--- src/rtl/fetch_s12.sv ---
// -----------------------------------------------------------------------------
// fetch_s12 -- instruction fetch stage with a stage-1/2 pipeline register.
//
// Holds the fetch PC (driven straight onto imem_addr) and a stage-1/2 register
// that carries {pc_s2, pc_nxt_s2, instr_s2, valid_s2} into decode. A two-state
// controller (BOOT, RUN) inserts one bubble after reset. In RUN, each edge does
// exactly one of the following, in priority order:
//   - take a redirect from stage 3,
//   - hold on a stall,
//   - advance the PC by 4.
// A redirect costs exactly one bubble. The block also keeps a sticky
// misaligned-target flag and a saturating count of accepted redirects.
//
// Parameters
//   RESET_PC   fetch address loaded on reset
//   NOP_INSTR  bubble instruction placed on instr_s2
// Ports
//   clk        clock, all state changes on the rising edge
//   rst        synchronous active-high reset
//   stall      hold PC and the stage-1/2 register
//   pc_sel     redirect request (taken branch/jump from stage 3)
//   br_target  redirect address, valid when pc_sel=1
//   imem_data  instruction read combinationally at imem_addr
//   imem_addr  current fetch PC
//   pc_s2      PC of the instruction held for stage 2
//   pc_nxt_s2  pc_s2 + 4
//   instr_s2   instruction held for stage 2
//   valid_s2   1 = real instruction, 0 = bubble
//   align_err  sticky: a redirect target with br_target[1:0] != 0 was taken
//   redir_cnt  saturating count of accepted redirects
// -----------------------------------------------------------------------------
module fetch_s12 #(
  parameter logic [31:0] RESET_PC  = 32'h0000_0000,
  parameter logic [31:0] NOP_INSTR = 32'h0000_0013
) (
  input  logic        clk,
  input  logic        rst,
  input  logic        stall,
  input  logic        pc_sel,
  input  logic [31:0] br_target,
  input  logic [31:0] imem_data,
  output logic [31:0] imem_addr,
  output logic [31:0] pc_s2,
  output logic [31:0] pc_nxt_s2,
  output logic [31:0] instr_s2,
  output logic        valid_s2,
  output logic        align_err,
  output logic [15:0] redir_cnt
);

  localparam logic [0:0] ST_BOOT = 1'b0;
  localparam logic [0:0] ST_RUN  = 1'b1;

  // NOTE: declaration initialisers give the same power-up values as reset,
  // so the outputs are defined before the first reset edge arrives.
  logic [0:0]  state_q     = ST_BOOT;
  logic [31:0] pc_q        = RESET_PC;
  logic [31:0] pc_s2_q     = 32'h0;
  logic [31:0] pc_nxt_s2_q = 32'h0;
  logic [31:0] instr_s2_q  = NOP_INSTR;
  logic        valid_s2_q  = 1'b0;
  logic        align_err_q = 1'b0;
  logic [15:0] redir_cnt_q = 16'h0;

  logic [31:0] pc_plus4;

  // 32-bit add wraps 32'hFFFF_FFFC to 0 naturally.
  assign pc_plus4 = pc_q + 32'd4;

  // NOTE: all state uses non-blocking assignments so every register samples
  // the pre-edge values of the others (pc_s2 gets the old PC, not PC+4).
  always_ff @(posedge clk) begin
    if (rst) begin
      state_q     <= ST_BOOT;
      pc_q        <= RESET_PC;
      pc_s2_q     <= 32'h0;
      pc_nxt_s2_q <= 32'h0;
      instr_s2_q  <= NOP_INSTR;
      valid_s2_q  <= 1'b0;
      align_err_q <= 1'b0;
      redir_cnt_q <= 16'h0;
    end else begin
      case (state_q)
        ST_BOOT: begin
          // Stall and redirect are ignored here; one bubble goes to stage 2.
          state_q     <= ST_RUN;
          pc_q        <= RESET_PC;
          pc_s2_q     <= 32'h0;
          pc_nxt_s2_q <= 32'h0;
          instr_s2_q  <= NOP_INSTR;
          valid_s2_q  <= 1'b0;
        end
        default: begin
          if (pc_sel) begin
            // A redirect beats a stall. The instruction at the old PC is
            // dropped and replaced by a bubble.
            pc_q        <= {br_target[31:2], 2'b00};
            pc_s2_q     <= 32'h0;
            pc_nxt_s2_q <= 32'h0;
            instr_s2_q  <= NOP_INSTR;
            valid_s2_q  <= 1'b0;
            if (br_target[1:0] != 2'b00) align_err_q <= 1'b1;
            if (redir_cnt_q != 16'hFFFF) redir_cnt_q <= redir_cnt_q + 16'd1;
          end else if (!stall) begin
            pc_q        <= pc_plus4;
            pc_s2_q     <= pc_q;
            pc_nxt_s2_q <= pc_plus4;
            instr_s2_q  <= imem_data;
            valid_s2_q  <= 1'b1;
          end
          // On a stall without a redirect, every register keeps its value.
        end
      endcase
    end
  end

  assign imem_addr = pc_q;
  assign pc_s2     = pc_s2_q;
  assign pc_nxt_s2 = pc_nxt_s2_q;
  assign instr_s2  = instr_s2_q;
  assign valid_s2  = valid_s2_q;
  assign align_err = align_err_q;
  assign redir_cnt = redir_cnt_q;

endmodule

--- config.mk ---
export PLATFORM = sky130hd
export DESIGN_NAME = fetch_s12
export DESIGN_NICKNAME = d
export VERILOG_FILES = /design/src/rtl/fetch_s12.sv
export SDC_FILE = /design/constraint.sdc
export NUM_CORES = 1
export LEC_CHECK = 0
export CAP_MARGIN = 20
export CELL_PAD_IN_SITES_DETAIL_PLACEMENT = 0
export CELL_PAD_IN_SITES_GLOBAL_PLACEMENT = 1
export CORE_MARGIN = 10
export CORE_UTILIZATION = 33
export DETAILED_ROUTE_END_ITERATION = 8
export GPL_TIMING_DRIVEN = 0
export PLACE_DENSITY = 0.77
export SLEW_MARGIN = 20
export SYNTH_ARGS = -nofsm -noshare
export SYNTH_HDL_FRONTEND = slang
export SYNTH_SLANG_ARGS = --single-unit
--- constraint.sdc ---
create_clock -name clk -period 2.16 [get_ports clk]
set_input_delay 0.648 -clock clk [delete_from_list [all_inputs] [get_ports clk]]
set_output_delay 0.648 -clock clk [all_outputs]
set_load 0.01 [all_outputs]
### The clock network, run 1

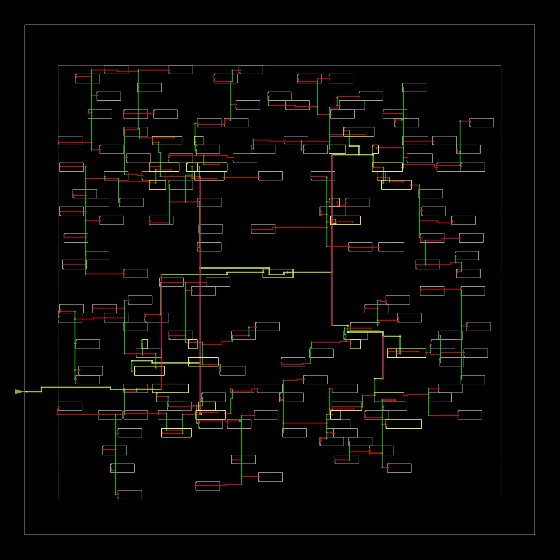
clk pwr: 2.98 mW
Clock Buffer Count: 20

### Met4 routing, run 1

Supply wires on this layer in gray.
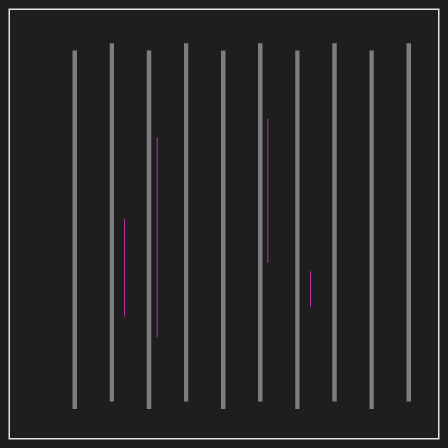
longest straight run: 72.8 um
wire length on this layer: 173 um
nets with wire on the layer: 2
total wire length: 21.0 mm
routed vias: 5573

==> flow_summary.toml, run 1 <==
# generated from flow reports
[setup_path]
reg2reg_to = "imem_addr[30]$_SDFFE_PP0P_"
arrival_ps = 1450
startpoint_type = "flip-flop"
crit_end = "imem_addr[31]"
reg2reg_from = "imem_addr[24]$_SDFFE_PP0P_"
critPathBufInv = 1
crit_start = "imem_addr[31]$_SDFFE_PP0P_"
crit_slowest_cell = "clkdlybuf4s50_1"
worst-path-stages = 1
path_class = "flip-flop to output pin"
cp.required_ps = 1510
reg2reg_depth = 6
reg2reg_slack_ps = 200

[timing]
clock.fmax_mhz = 476
tns_ps = 0
tightest_slew_ps = 594
finalSetupViolations = 0
fin_crit_sh = 0.973
hold_viol = 0
final_max_slew_viol_count = 0

[global_routing]
track_usage = 0.171
antenna_found_initial = 0
grt_max_degree = 17
grt_pass1_vias = 5712
grt_pass1_wl_mm = 33.0
overflow = 0

[yosys]
ys_seq_share = 0.459
synth_flops = 141
synthTopCellsByCount = "dfxtp_1, nor2_1, nand2_1"
ys_cells = 691
synth_cell_types = 46
synthCells = 691
ys_async_sr_fraction = 0
area_leaders = "dfxtp_1, mux2i_1, nor2_1"
synth-edff-count = 0
top_cell = "dfxtp_1"
top_area_frac = 0.459
largest_area_cell = "dfxtp_1"
postSynthAreaPerCell_um2 = 8.90
syn_area_um2 = 6150

[layout]
logic_area_um2 = 3090
area_delta_synth_final_pct = 50.0
final_cells = 1165
nets = 993
antenna_cells = 0

[routing]
ant_nets = 0
viasPerCell = 4.78
remaining_drc_errors = 0
drt_iter0_markers = 286
wire_per_inst_um = 18.1
firstDrtPassIters = 4

[pwr]
power.density_nw_per_um2 = 675
p_leak_nw = 3.45
vdd_drop_max_mv = 0.522

[worst_hold_path]
holdCritStartpoint = "pc_nxt_s2[9]$_SDFFE_PP0N_"
min_path_type = "flip-flop to flip-flop"

[clock_tree]
path_clk_slew_ps = 60
cts-buffers-inserted = 17
cts_root_buffer = "clkbuf_16"
cts_sinks = 141
cts.path.max_buffers = 2

[floorplan]
fp.dieW_um = 157
die_h_um = 157
die_area_um2 = 24500
core_area_um2 = 18100
rows = 49
fp_util = 0.339

[outcome]
status = "finished clean"

[job]
warning_count = 26

[placement]
dp_hpwl_mm = 15.8
### Sequential cells colored by netlist name, run 1

Other sequential cells in the stronger gray, the rest of the logic in the fainter gray.
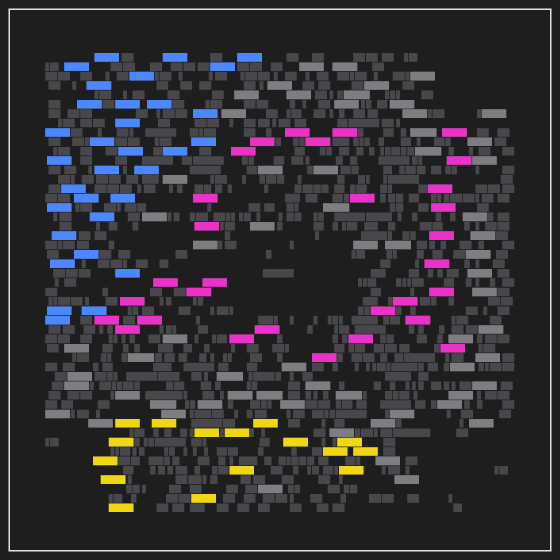
| netlist name | color | sequential cells |
|---|---|---|
| instr_s2 | blue | 32 |
| redir_cnt | yellow | 16 |
| pc_nxt_s2 | magenta | 30 |
Core Util, Final: 0.508
FF+latch area: 2840 um2
seq pwr: 2.69 mW

### Clock network drawn from the DEF, run 1

The bar under the picture is 50 um long.
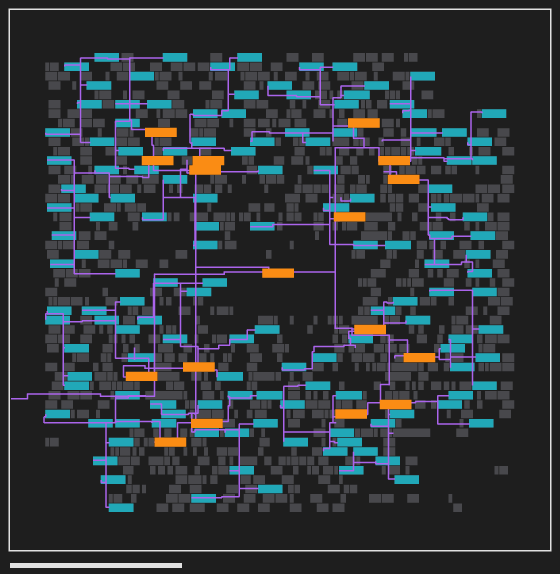
[flip-flops] cyan | count: 141
[clock-net drivers] orange | count: 17
[clock wires] purple | length: 1930 um
flops lie: spread over the die
Final Skew: 5.56 ps
clock share of power: 0.479
clk latency late pin: 420 ps

-- run 1: report_power, final --
group	switching [mW]	internal (mW)	leakage [nW]
sequential	0.0407	2.65	1.15
clock	1.18	1.80	0.285
combinational	0.261	0.291	2.02
-- run 1: area by class of cell --
class	count	share of cell area
clock buffers	20	0.0506
well taps	229	0.0311
inverters	7	0.00285
flip-flops and latches	141	0.307
repair buffers	209	0.226
clock inverters	12	0.0147
multi-input cells	491	0.335
plain buffers	56	0.0323
-- run 1: routing by layer --
metal | track usage | routed length (um)
met5 | 0 | 0
met3 | 0.0691 | 1770
met2 | 0.274 | 9740
met1 | 0.210 | 9340
met4 | 0.0418 | 173
-- run 1: worst min path at each step --
| stage | endpoint | slack, ps | depth (start not counted) |
|---|---|---|---|
| detailed placement | pc_nxt_s2[9]$_SDFFE_PP0N_ | 460 | 2 |
| global placement | pc_nxt_s2[4]$_SDFFE_PP0N_ | 450 | 2 |
| CTS | pc_nxt_s2[9]$_SDFFE_PP0N_ | 470 | 2 |
| global route | pc_nxt_s2[4]$_SDFFE_PP0N_ | 490 | 2 |
| floorplan | imem_addr[2]$_SDFFE_PP0P_ | 470 | 2 |
| finish | pc_nxt_s2[9]$_SDFFE_PP0N_ | 470 | 2 |
-- run 1: logic make-up after synthesis --
| logic type | share of synthesized area |
|---|---|
| adders and majority gates | 0.00407 |
| DFF | 0.459 |
| muxes | 0.104 |
| buffers and inverters | 0.0480 |
| xor gates and xnor gates | 0.0911 |
| AOI/OAI and AO/OA | 0.0860 |
| other | 0.000610 |
| and+or+nand+nor | 0.207 |
-- run 1: stage by stage --
step	hold WS (ps)	area (um2)	worst slack (ps)	power, mW	util
6_report	467	9220	58.3	6.23	0.508
2_1_floorplan	473	6170	257	2.99	-
4_1_cts	472	9170	11.9	6.29	0.506
3_3_place_gp	448	8530	-1030	3.29	0.470
5_1_grt	491	9220	5.28	6.45	0.508
3_5_place_dp	455	8530	-1040	3.29	0.470
-- run 1: tightest hold or removal path: cells and delay by family (launching register included) --
| family | cells | cell delay [ps] |
|---|---|---|
| compound gates | 1 | 50 |
| flops | 1 | 310 |
| simple gates | 1 | 60 |
-- run 1: state kept, by name (all words and copies together) (netlist names) --
register	flops
instr_s2	32
imem_addr	30
pc_nxt_s2	30
pc_s2	30
redir_cnt	16
align_err	1
state_q	1
valid_s2	1
-- run 1: cells in the final DEF, fill, tap and decap left out, types with 11 or more instances in the layout --
cell type,count
a21oi_1,33
buf_2,14
clkbuf_1,16
clkbuf_16,17
clkbuf_2,11
clkdlybuf4s50_1,205
dfxtp_1,131
mux2i_1,63
nand2_1,66
nand3_1,14
nand4_1,18
nor2_1,100
nor3_1,13
o21ai_0,49
xnor2_1,24
xor2_1,40
-- run 1: repair_timing --
action	in CTS	in global routing
pin swaps	1	0
hold buffers	0	0
buffers inserted	2	0
endpoints found under the setup margin	103	97
gates cloned	0	0
gates resized	21	26
### Drive-strength map, run 1

The bar under the picture is 50 um long.
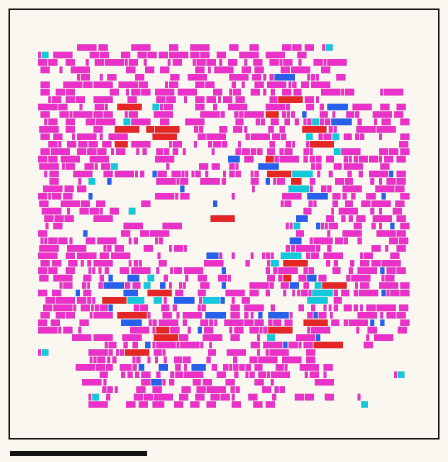

## Run 2: what changed since run 1
CTS_CLUSTER_SIZE = 30   (was unset)
PLACE_DENSITY = unset   (was 0.77)
PLACE_DENSITY_LB_ADDON = 0.2   (was unset)
### Drive-strength map, run 2

The bar under the picture is 50 um long.
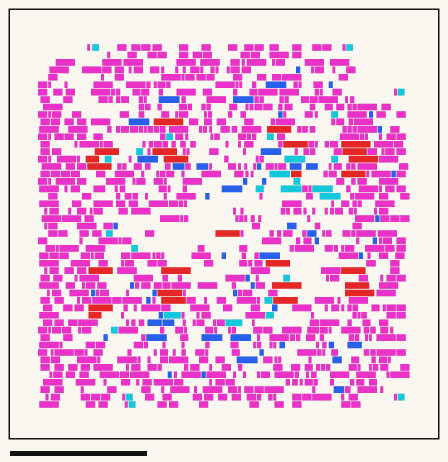
| size | color | cells | most used |
|---|---|---|---|
| x2 | blue | 54 | clkbuf_2 |
| x3 and x4 | cyan | 27 | buf_4 |
| x1 and smaller | magenta | 828 | clkdlybuf4s50_1 |
| x6 and larger | red | 26 | clkbuf_16 |
final worst setup slack: 75.3 ps
Post-Layout Inst Area: 9300 um2

==> run 2 against run 1 <==
  * Combinational power about the same
  * Clock-buffer cell count unchanged
  * Sequential share of layout area decreased by 0.22 points
  * Clock power increased by 13%
  * Power increased by 5.9%
  * Largest power group unchanged
  * Die size unchanged
  * Largest cell class unchanged
  * Sequential power about the same
  * Critical path depth unchanged
  * Critical path type unchanged
==> flow_summary.toml, run 2 <==
# generated from flow reports
[setup_path]
crit_slowest_cell = "clkdlybuf4s50_1"
arrival_ps = 1440
critPathBufInv = 1
cp.required_ps = 1510
cp_top_family = "buffers and inverters"
path_class = "flip-flop to output pin"
worstPathMaxFanout = 5
crit_chain = "clkdlybuf4s50_1"
startpoint_type = "flip-flop"
crit_path_end_kind = "output pin"

[yosys]
synthTopCellsByCount = "dfxtp_1, nor2_1, nand2_1"
synth_cell_types = 46
ys_area_um2 = 6150
ys_seq_share = 0.459
synth_flops = 141
synthCells = 691
postSynthAreaPerCell_um2 = 8.90
synth_warnings = 0
synth-edff-count = 0
top_area_frac = 0.459
synthFlopType = "dfxtp_1"
syn_area_um2 = 6150
ys_async_sr_fraction = 0
top_cell = "dfxtp_1"
area_leaders = "dfxtp_1, mux2i_1, nor2_1"
ys_cells = 691
largest_area_cell = "dfxtp_1"

[floorplan]
ios = 214
rows = 49
fp_util = 0.339
core_area_um2 = 18100
die_area_um2 = 24500
fp.dieW_um = 157
die_h_um = 157

[placement]
dp_hpwl_mm = 15.6
routabilityCongestion = 0.797
port_buffers = 207
place_ws_ps = -1030
placed_area_um2 = 8530

[layout]
largest_register_ffs = 32
final_util = 0.512
antenna_cells = 0
final_common_cell = "clkdlybuf4s50_1"
logic_area_um2 = 3090
regArea_um2 = 2840
nets = 993
lay_top_cells = "clkdlybuf4s50_1, dfxtp_1, nor2_1"
area_delta_synth_final_pct = 51.2
fillers = 1757
layout-drive-gt1-share = 0.114

[job]
warning_count = 26
max-cap-violations = 0

[routing]
remaining_drc_errors = 0
routed_wl_mm = 20.6
drt_iter0_markers = 252
ant_nets = 0
highest_layer = "met4"
wire_per_inst_um = 17.7
firstDrtPassIters = 6
viasPerCell = 4.80
vias = 5586
wl_met3_mm = 2.22
wl_met2_mm = 9.50
drt-met1-wl_mm = 8.73

[clock_tree]
cts_sinks = 141
cts.path.max_buffers = 2
path_clk_slew_ps = 60
cts_root_buffer = "clkbuf_16"
cts_max_level = 4
insertion_delay_ps = 420
cts_tree = "yes"
cts-buffers-inserted = 17

[timing]
fin_crit_sh = 0.965
final_max_slew_viol_count = 0
slew_headroom = 0.572
hold_viol = 0
period_minus_slack_ps = 2080
clock_skew_ps = 12.2
clock.fmax_mhz = 480
tightest_slew_ps = 639
finalSetupViolations = 0

[outcome]
status = "finished clean"

[pwr]
power.density_nw_per_um2 = 709
p_leak_nw = 3.49
vdd_drop_max_mv = 0.518

[worst_hold_path]
min_path_type = "flip-flop to flip-flop"

[global_routing]
antenna_found_initial = 0
track_usage = 0.167
grt_pass1_vias = 5700
overflow = 0
grt_pass1_wl_mm = 32.1
grt_max_degree = 17
run 2: layer usage:
layer / GRT usage / up-vias
met5: 0 / -
met4: 0.0427 / 0
met3: 0.0800 / 9
met2: 0.265 / 170
met1: 0.198 / 2606
li1: - / 2801
run 2: area by class of cell:
type | instances | share of cell area
Inverter | 7 | 0.00283
Clock inverter | 11 | 0.0230
Buffer | 56 | 0.0322
Sequential cell | 141 | 0.305
Clock buffer | 20 | 0.0491
Multi-Input combinational cell | 491 | 0.332
Timing Repair Buffer | 209 | 0.225
Tap cell | 229 | 0.0308
run 2: timing repair:
item                                    4_1_cts  5_1_grt
buffers inserted                              2        0
hold buffers                                  0        0
endpoints found under the setup margin      112       86
gates resized                                21       26
pin swaps                                     1        0
run 2: stage by stage:
stage               hold WS, ps  power [mW]  instances  TNS [ps]
floorplan                   473        2.99        696         0
global placement            448        3.29       1132    -88830
detailed placement          457        3.29       1132    -90390
CTS                         466        6.67       1164         0
global route                474        6.80       1164    -0.513
finish                      465        6.59       1164         0
run 2: cell families after synthesis:
logic type | after synthesis | share of synthesized area
AND/OR/NAND/NOR | 256 | 0.207
flip-flops | 141 | 0.459
AND-OR/OR-AND | 99 | 0.0860
XOR/XNOR | 64 | 0.0911
multiplexers | 64 | 0.104
buffers and inverters | 64 | 0.0480
adder cells (fa/ha/maj) | 2 | 0.00407
other | 1 | 0.000610
run 2: worst paths after layout:
check | cells past startpoint | endpoint | from | slack (ps)
min | 2 | pc_nxt_s2[4]$_SDFFE_PP0N_ | pc_nxt_s2[4]$_SDFFE_PP0N_ | 460
min reg2reg | 2 | pc_nxt_s2[4]$_SDFFE_PP0N_ | pc_nxt_s2[4]$_SDFFE_PP0N_ | 460
max | 1 | imem_addr[28] | imem_addr[28]$_SDFFE_PP0P_ | 80
max reg2reg | 7 | pc_nxt_s2[27]$_SDFFE_PP0N_ | imem_addr[4]$_SDFFE_PP0P_ | 160
run 2: where the power goes:
part | switching (mW) | internal [mW]
registers | 0.0406 | 2.65
logic | 0.257 | 0.291
clock network | 1.14 | 2.22
total | 1.43 | 5.16
run 2: worst register-to-register path, delay by kind of cell, from the launching register on:
| family | cells | cell delay [ps] |
|---|---|---|
| and+or+nand+nor | 3 | 940 |
| buffers and inverters | 2 | 370 |
| DFF | 1 | 330 |
| xor gates and xnor gates | 1 | 170 |
| AOI/OAI and AO/OA | 1 | 80 |
## Run 3: what changed since run 2
GPL_TIMING_DRIVEN = 1   (was 0)
### Clock network drawn from the DEF, run 3

The bar under the picture is 50 um long.
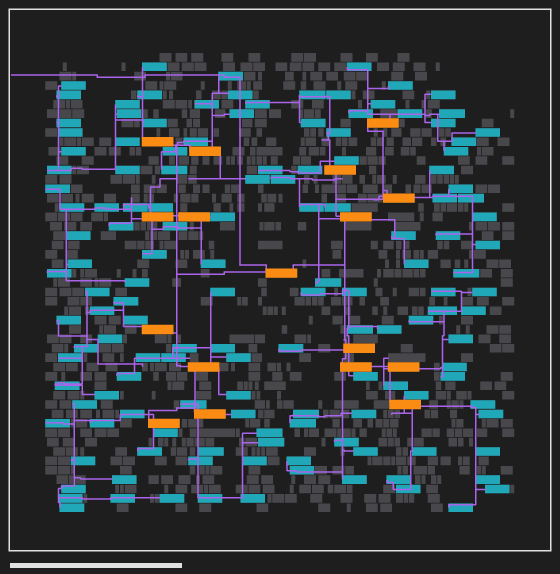
[clock wires] purple | length: 1950 um
[flip-flops] cyan | count: 141
[clock-net drivers] orange | count: 17
routed clock nets: 18
flops lie: spread over the die
Final Skew: 7.41 ps
clock share of power: 0.473
clk pwr: 2.90 mW

==> run 3 against run 2 <==
  * Combinational power down 3%
  * Clock power decreased by 14%
  * Critical path depth increased by 1
  * Sequential cell count is the same
  * First-iteration DRC count is 9.1% lower
  * Sequential power is essentially flat
  * Cell count fell by 1.4%
  * Highest routed layer unchanged
  * Utilization down 0.26 points
  * Power down 6.9%
  * Synthesized cell count unchanged
  * Design area decreased by 0.51%
  * Clock-buffer cell count decreased by 2
==> flow_summary.toml, run 3 <==
# generated from flow reports
[outcome]
status = "finished clean"

[floorplan]
die_area_um2 = 24500
ios = 214
fp.dieW_um = 157
core_area_um2 = 18100
fp_util = 0.339
die_h_um = 157
rows = 49

[clock_tree]
cts-buffers-inserted = 17
insertion_delay_ps = 420
cts_sinks = 141
post_cts_buffers = 0
cts_tree = "yes"
cts_root_buffer = "clkbuf_16"
cts.path.max_buffers = 2
cts_max_level = 4
path_clk_slew_ps = 60

[yosys]
syn_area_um2 = 6150
synthFlopType = "dfxtp_1"
synth_flops = 141
ys_async_sr_fraction = 0
ys_area_um2 = 6150
area_leaders = "dfxtp_1, mux2i_1, nor2_1"
synth_warnings = 0
top_area_frac = 0.459
ys_seq_share = 0.459
synthCells = 691
synth-edff-count = 0
postSynthAreaPerCell_um2 = 8.90
largest_area_cell = "dfxtp_1"
synthTopCellsByCount = "dfxtp_1, nor2_1, nand2_1"
ys_cells = 691
top_cell = "dfxtp_1"
synth_cell_types = 46

[timing]
finalSetupViolations = 0
fin_crit_sh = 0.984
hold_viol = 0
final_max_slew_viol_count = 0
rsz0062_at_grt = "no"
slew_headroom = 0.631
tightest_slew_ps = 553
period_minus_slack_ps = 2130
tns_ps = 0
clock.fmax_mhz = 470

[routing]
vias = 5554
wire_per_inst_um = 17.4
firstDrtPassIters = 4
ant_nets = 0
remaining_drc_errors = 0
viasPerCell = 4.84
routed_wl_mm = 20.0
drt_iter0_markers = 229

[setup_path]
worstPathMaxFanout = 4
reg2reg_from = "imem_addr[3]$_SDFFE_PP0P_"
reg2reg_depth = 7
crit_path_end_kind = "output pin"
startpoint_type = "flip-flop"
cp.required_ps = 1510
path_class = "flip-flop to output pin"
reg2reg_to = "pc_nxt_s2[30]$_SDFFE_PP0N_"
reg2reg_slack_ps = 160
arrival_ps = 1480

[worst_hold_path]
holdPathStages = 2
min_path_type = "flip-flop to flip-flop"
holdCritStartpoint = "pc_nxt_s2[4]$_SDFFE_PP0N_"
min_to = "pc_nxt_s2[4]$_SDFFE_PP0N_"

[global_routing]
grt_pass1_vias = 5809
use_met1 = 0.179
grtUsageMet2 = 0.267
grt_util_met3 = 0.0751
grt_pass1_wl_mm = 31.4
antenna_found_initial = 0
track_usage = 0.160
grt_max_degree = 41
busiest_layer = "met2"
overflow = 0

[job]
warning_count = 26
max-cap-violations = 0

[layout]
area_delta_synth_final_pct = 50.4
lay_top_cells = "clkdlybuf4s50_1, dfxtp_1, nor2_1"
final_cells = 1148
stdcell_area_um2 = 9250
logic_area_um2 = 3060
nets = 977
largest_register_ffs = 32
fillers = 1744
antenna_cells = 0
regArea_um2 = 2840
final_util = 0.510
final_common_cell = "clkdlybuf4s50_1"
layout-drive-gt1-share = 0.118

[placement]
port_buffers = 207
dp_cells = 1117
dp_hpwl_mm = 15.1
routabilityCongestion = 0.769
placed_area_um2 = 8640

[pwr]
p_leak_nw = 3.46
power.density_nw_per_um2 = 663
vdd_drop_max_mv = 0.543
-- run 3: kinds of logic (layout without fill, tap and decap cells) --
| logic type | count (synthesis) | after routing | share of synthesized area |
|---|---|---|---|
| DFF | 141 | 141 | 0.459 |
| muxes | 64 | 64 | 0.104 |
| adders and majority gates | 2 | 2 | 0.00407 |
| and+or+nand+nor | 256 | 256 | 0.207 |
| xor gates and xnor gates | 64 | 64 | 0.0911 |
| buffers and inverters | 64 | 287 | 0.0480 |
| other | 1 | 6 | 0.000610 |
| AOI/OAI and AO/OA | 99 | 99 | 0.0860 |
-- run 3: area by class of cell --
type	instances	share of cell area
Sequential cell	141	0.307
Inverter	7	0.00284
Clock buffer	18	0.0475
Clock inverter	13	0.0153
Tap cell	229	0.0310
Timing Repair Buffer	249	0.265
Multi-Input combinational cell	491	0.331
-- run 3: how the worst max path moves through the flow --
stage	cells after the start	startpoint	endpoint
floorplan	5	stall	instr_s2[4]$_SDFFE_PP1N_
detailed placement	6	pc_sel	redir_cnt[9]$_SDFFE_PP0P_
global route	1	imem_addr[3]$_SDFFE_PP0P_	imem_addr[3]
finish	2	imem_addr[11]$_SDFFE_PP0P_	imem_addr[11]
global placement	6	pc_sel	redir_cnt[9]$_SDFFE_PP0P_
CTS	1	imem_addr[12]$_SDFFE_PP0P_	imem_addr[12]
-- run 3: critical path, stage by stage (launching register included) --
cell,delay [ps]
dfxtp_2,370
buf_4,160
clkdlybuf4s50_1,540
-- run 3: report_power, final --
| part | total [mW] | switching [mW] | internal (mW) | leakage [nW] |
|---|---|---|---|---|
| clock network | 2.90 | 1.17 | 1.73 | 0.267 |
| logic | 0.534 | 0.236 | 0.298 | 2.04 |
| registers | 2.70 | 0.0521 | 2.65 | 1.15 |
| total | 6.14 | 1.46 | 4.68 | 3.46 |
-- run 3: routing by layer --
layer	up-vias	wire (um)
met1	2612	8240
met5	-	0
met4	0	201
met2	166	9590
li1	2762	-
met3	14	1960
-- run 3: what timing repair did --
action | in CTS | in global routing
hold buffers | 0 | 0
resized | 16 | 3
endpoints found under the setup margin | 15 | 3
-- run 3: metrics by stage --
| stage | setup WS, ps | power [mW] | hold slack, ps |
|---|---|---|---|
| finish | 34.6 | 6.14 | 466 |
| global route | 1.64 | 6.39 | 488 |
| CTS | 4.77 | 6.22 | 469 |
| detailed placement | -40.6 | 3.30 | 457 |
| global placement | 15.7 | 3.29 | 452 |
| floorplan | 257 | 2.99 | 473 |
Power and IR drop assume default switching activity.
